==> config.mk <==
export PLATFORM = sky130hd
export DESIGN_NAME = rotate_cmd_queue
export DESIGN_NICKNAME = d
export VERILOG_FILES = /design/src/rtl/rot_pkg.sv /design/src/rtl/rot_cmd_fifo.sv /design/src/rtl/rotate_cmd_queue.sv
export SDC_FILE = /design/constraint.sdc
export NUM_CORES = 1
export LEC_CHECK = 0
export CORE_ASPECT_RATIO = 1.1
export CORE_MARGIN = 2
export CORE_UTILIZATION = 30
export CTS_CLUSTER_SIZE = 24
export DETAILED_ROUTE_END_ITERATION = 8
export GPL_TIMING_DRIVEN = 0
export SETUP_SLACK_MARGIN = 0.05
export SYNTH_ARGS = -nofsm -noshare
export SYNTH_HDL_FRONTEND = slang
export SYNTH_SLANG_ARGS = --single-unit
==> constraint.sdc <==
create_clock -name clk -period 4.5 [get_ports clk]
set_clock_uncertainty 0.1 [all_clocks]
set_input_delay 0.9 -clock clk [delete_from_list [all_inputs] [get_ports clk]]
set_output_delay 0.9 -clock clk [all_outputs]
set_load 0.005 [all_outputs]
==> src/rtl/rot_pkg.sv <==
// Shared types and constants for the rotate command path feeding the 8-bit barrel rotator.
package rot_pkg;

  localparam int unsigned DATA_W = 8;
  localparam int unsigned AMT_W  = 3;

  localparam logic DIR_LEFT  = 1'b0;
  localparam logic DIR_RIGHT = 1'b1;

  typedef struct packed {
    logic [DATA_W-1:0] data;
    logic [AMT_W-1:0]  amt;
    logic              sel;
  } rot_cmd_t;

endpackage

==> src/rtl/rot_cmd_fifo.sv <==
// Command FIFO: storage, wrapping pointers and occupancy count; count alone separates
// full from empty.
module rot_cmd_fifo
  import rot_pkg::*;
#(
  parameter int unsigned DEPTH = 4,
  parameter int unsigned CNT_W = $clog2(DEPTH) + 1
) (
  input  logic             clk,
  input  logic             rst,
  input  logic             flush,
  input  logic             push,
  input  logic             pop,
  input  rot_cmd_t         wdata,
  output rot_cmd_t         rdata,
  output logic [CNT_W-1:0] count,
  output logic             full,
  output logic             empty
);

  localparam int unsigned PTR_W = $clog2(DEPTH);

  logic [PTR_W-1:0] wr_ptr_q, wr_ptr_d;
  logic [PTR_W-1:0] rd_ptr_q, rd_ptr_d;
  logic [CNT_W-1:0] count_q, count_d;
  rot_cmd_t         mem_q [DEPTH];

  always_comb begin
    wr_ptr_d = wr_ptr_q;
    rd_ptr_d = rd_ptr_q;
    count_d  = count_q;
    if (flush) begin
      wr_ptr_d = '0;
      rd_ptr_d = '0;
      count_d  = '0;
    end else begin
      if (push) wr_ptr_d = wr_ptr_q + 1'b1;
      if (pop)  rd_ptr_d = rd_ptr_q + 1'b1;
      unique case ({push, pop})
        2'b10:   count_d = count_q + 1'b1;
        2'b01:   count_d = count_q - 1'b1;
        default: count_d = count_q;
      endcase
    end
  end

  always_ff @(posedge clk) begin
    if (rst) begin
      wr_ptr_q <= '0;
      rd_ptr_q <= '0;
      count_q  <= '0;
    end else begin
      wr_ptr_q <= wr_ptr_d;
      rd_ptr_q <= rd_ptr_d;
      count_q  <= count_d;
    end
  end

  // Storage needs no reset; a push coinciding with flush is dropped.
  always_ff @(posedge clk) begin
    if (push && !rst && !flush) mem_q[wr_ptr_q] <= wdata;
  end

  assign rdata = mem_q[rd_ptr_q];
  assign count = count_q;
  assign full  = (count_q == CNT_W'(DEPTH));
  assign empty = (count_q == '0);

endmodule

==> src/rtl/rotate_cmd_queue.sv <==
// Issue stage ahead of the barrel rotator: queues commands, drives the rotator from the
// FIFO head and registers its result behind a back-pressurable valid/ready output.
module rotate_cmd_queue
  import rot_pkg::*;
#(
  parameter int unsigned DEPTH = 4,
  localparam int unsigned CNT_W = $clog2(DEPTH) + 1
) (
  input  logic              clk,
  input  logic              rst,
  input  logic              flush,
  input  logic              in_valid,
  output logic              in_ready,
  input  logic [DATA_W-1:0] in_data,
  input  logic [AMT_W-1:0]  in_amt,
  input  logic              in_sel,
  output logic [DATA_W-1:0] sh_data_in,
  output logic [AMT_W-1:0]  sh_amt,
  output logic              sh_sel,
  input  logic [DATA_W-1:0] sh_data_out,
  output logic              out_valid,
  input  logic              out_ready,
  output logic [DATA_W-1:0] out_data,
  output logic [CNT_W-1:0]  count
);

  rot_cmd_t          wr_cmd, head_cmd;
  logic              fifo_full, fifo_empty;
  logic              push, load;
  logic              out_valid_q, out_valid_d;
  logic [DATA_W-1:0] out_data_q, out_data_d;

  assign wr_cmd   = '{data: in_data, amt: in_amt, sel: in_sel};
  assign in_ready = !fifo_full;
  assign push     = in_valid && in_ready;
  assign load     = !fifo_empty && (!out_valid_q || out_ready);

  rot_cmd_fifo #(
    .DEPTH (DEPTH),
    .CNT_W (CNT_W)
  ) u_fifo (
    .clk   (clk),
    .rst   (rst),
    .flush (flush),
    .push  (push),
    .pop   (load),
    .wdata (wr_cmd),
    .rdata (head_cmd),
    .count (count),
    .full  (fifo_full),
    .empty (fifo_empty)
  );

  // Idle rotator inputs are forced to zero so stale storage never leaks out.
  always_comb begin
    sh_data_in = '0;
    sh_amt     = '0;
    sh_sel     = DIR_LEFT;
    if (!fifo_empty) begin
      sh_data_in = head_cmd.data;
      sh_amt     = head_cmd.amt;
      sh_sel     = head_cmd.sel;
    end
  end

  always_comb begin
    out_valid_d = out_valid_q;
    out_data_d  = out_data_q;
    if (flush) begin
      out_valid_d = 1'b0;
      out_data_d  = '0;
    end else if (load) begin
      out_valid_d = 1'b1;
      out_data_d  = sh_data_out;
    end else if (out_ready && out_valid_q) begin
      out_valid_d = 1'b0;
    end
  end

  always_ff @(posedge clk) begin
    if (rst) begin
      out_valid_q <= 1'b0;
      out_data_q  <= '0;
    end else begin
      out_valid_q <= out_valid_d;
      out_data_q  <= out_data_d;
    end
  end

  assign out_valid = out_valid_q;
  assign out_data  = out_data_q;

endmodule

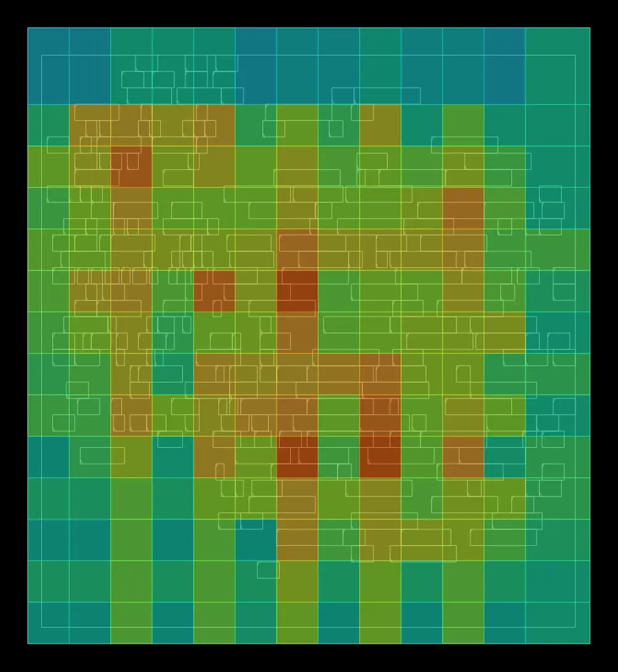
Fig. 1. Routing congestion map.
GR peak layer: met2
met1 usage: 15.5%
drt wl/cell: 14.6 µm
M2 GR Usage: 18.0%

==> notes.md <==
fresh numbers from the pnr run: htree depth 3, placed inst area 3270 µm², metal3 WL 315 µm, vias per cell 4.62, CTS sink cnt 66, Comb pwr share 12.4%, asr flop ratio synth 0%, CTS Root Cell clkbuf_8, EDFF count, synth 48, sw frac 22.3%, final core utilization 40.9%, Most flops, register u_fifo.mem_q, register area share after synthesis 68.1%, clk slew on worst S/H paths 0.07 ns, Post-Synth Adder-Cell Area 3.12%, GRT Overall Usage 12.0%, Synth Instances 172, highest routed layer met4, unrepaired setup endpoints after global routing false, CTS Hold Buffers Added 0, CP Depth 4, MI comb cells 89, Post-CTS Resized 0, clock power share 35.4%, Nets 263, r2r endpoint u_fifo.count[2], Setup crit end sh_sel, CTS Buf Count 9, non-clk buf share 15.6%, Yosys top cell by instances edfxtp_1, Final Instance Area 3460 µm², WL met2 2.32 mm, critical path type register to output pin, Power Clock 0.000456 W, Final Critical Period 3.23 ns, Avg Inst Size Synth 15.4 µm², top cell category flip-flops and latches, Yosys Instances 172, Ports 50, max reg flops 48, I/O Buffers 49, peak fanout along the critical path 10, initial antenna violation count 0, Post-Route WL 5.07 mm, CTS tree yes, Power Combinational 0.000160 W, fraction of area in registers 52.1%, total tool warning count 29, # Taps 111, Yosys warnings 0, sequential power 0.000672 W, Insertion Delay late pin 0.33 ns, die height 102 µm, Flop pwr share 52.2%, comb. cell area 768 µm², Rel. slew slack 56.5%, period utilisation layout 71.8%, flip-flops 66, area delta synth->final 30.7%, Reg2Reg Launch Point u_fifo.count[2], R2R setup slack 1.84 ns, post-route ant nets 0, mux share of post-synthesis cell area 10.6%, Metal-1 WL 2.33 mm, filler instances 792, Non-clock buffers 59, CP endpoint kind output pin, chip area 9580 µm², layout cells sized above 1 15.2%, main logic family after synthesis multiplexers, clock network area share 5.32%, Slew @ Worst Pin 0.653 ns, crit path cell chain buf_1, mux4_2, and2_1, clkdlybuf4s50_1, hold path endpoint out_data[3], setup_tns 0 ns, endpoints failing setup 0, Vias 1609, pre-CTS WS 1.17 ns, Core ar. 8450 µm², Syn Nets 203, most frequent cells in the layout clkdlybuf4s50_1 (49), edfxtp_1 (48), dfxtp_1 (18), a21oi_1 (14), CTS max path bufs 2, Non-clock inverters 7, worst reg2reg path depth 10, row count 35, worst hold path startpoint out_data[3], post-synth top area cell edfxtp_1, Top cell excl fill/tap clkdlybuf4s50_1, antenna diode count 0, Worst VDD drop 0.129 mV, main flop type edfxtp_1, chip area line of the yosys report 2650 µm², Top Consumer registers, # placed instances 332, DR iter-0 viols 41, Comb/total area 22.2%, total chip power 0.00129 W, total gr overflow 0, top cells, area edfxtp_1 (54%), dfxtp_1 (14%), mux4_2 (10%), and2_1 (2.8%), a21oi_1 (2.6%), status complete, no violations, Synth top cells by count edfxtp_1 (48), dfxtp_1 (18), a21oi_1 (14), GRT met3 Usage 4.72%, Die X 93.5 µm, leakage power 1.13 nW, Slew Limit Fails 0, Startpoint Class register, Slowest cell on crit path buf_1, routability cong. 0.700, pwr/cell area 372 nW/µm², distinct lib cells 31, 1st-pass router iterations 4, area occupied by registers 1800 µm², Synthesized registers 66, vias in the first global route 1673, Max-cap violations 0, Hold Path Cell Cnt 2, Cell Int Power 0.00100 W, FP Util 31.3%, global-route wire length before repair 8.43 mm, Setup WS post-layout 1.27 ns, post-CTS setup buffers 0, Hold Vio Cnt, Final 0, AND-OR/OR-AND Cells, Area Fraction 5.30%, HPWL after detailed placement 3.34 mm, CP top delay family buffers and inverters, xor/xnor share 0.662%, CP bufs+invs 2
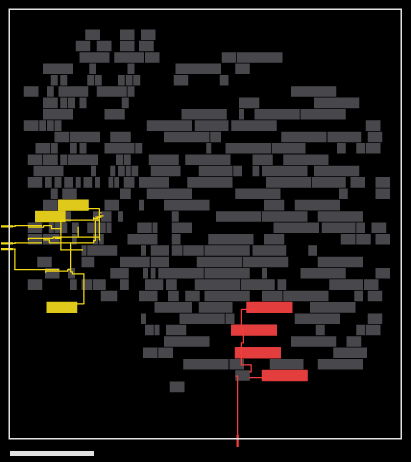
Fig. 2. Port wiring.
The bar under the picture is 20 µm long.
legend:
  red:
    port: `in_sel`
    direction: input
    edge: bottom
    end_cells: 4
    buffers: 1
    wire: 42.7 µm
  yellow:
    port: `count`
    direction: output
    edge: left
    end_cells: 3
    buffers: 3
    wire: 143 µm

Power figures rest on the tool's default switching activity, not on a simulated workload.
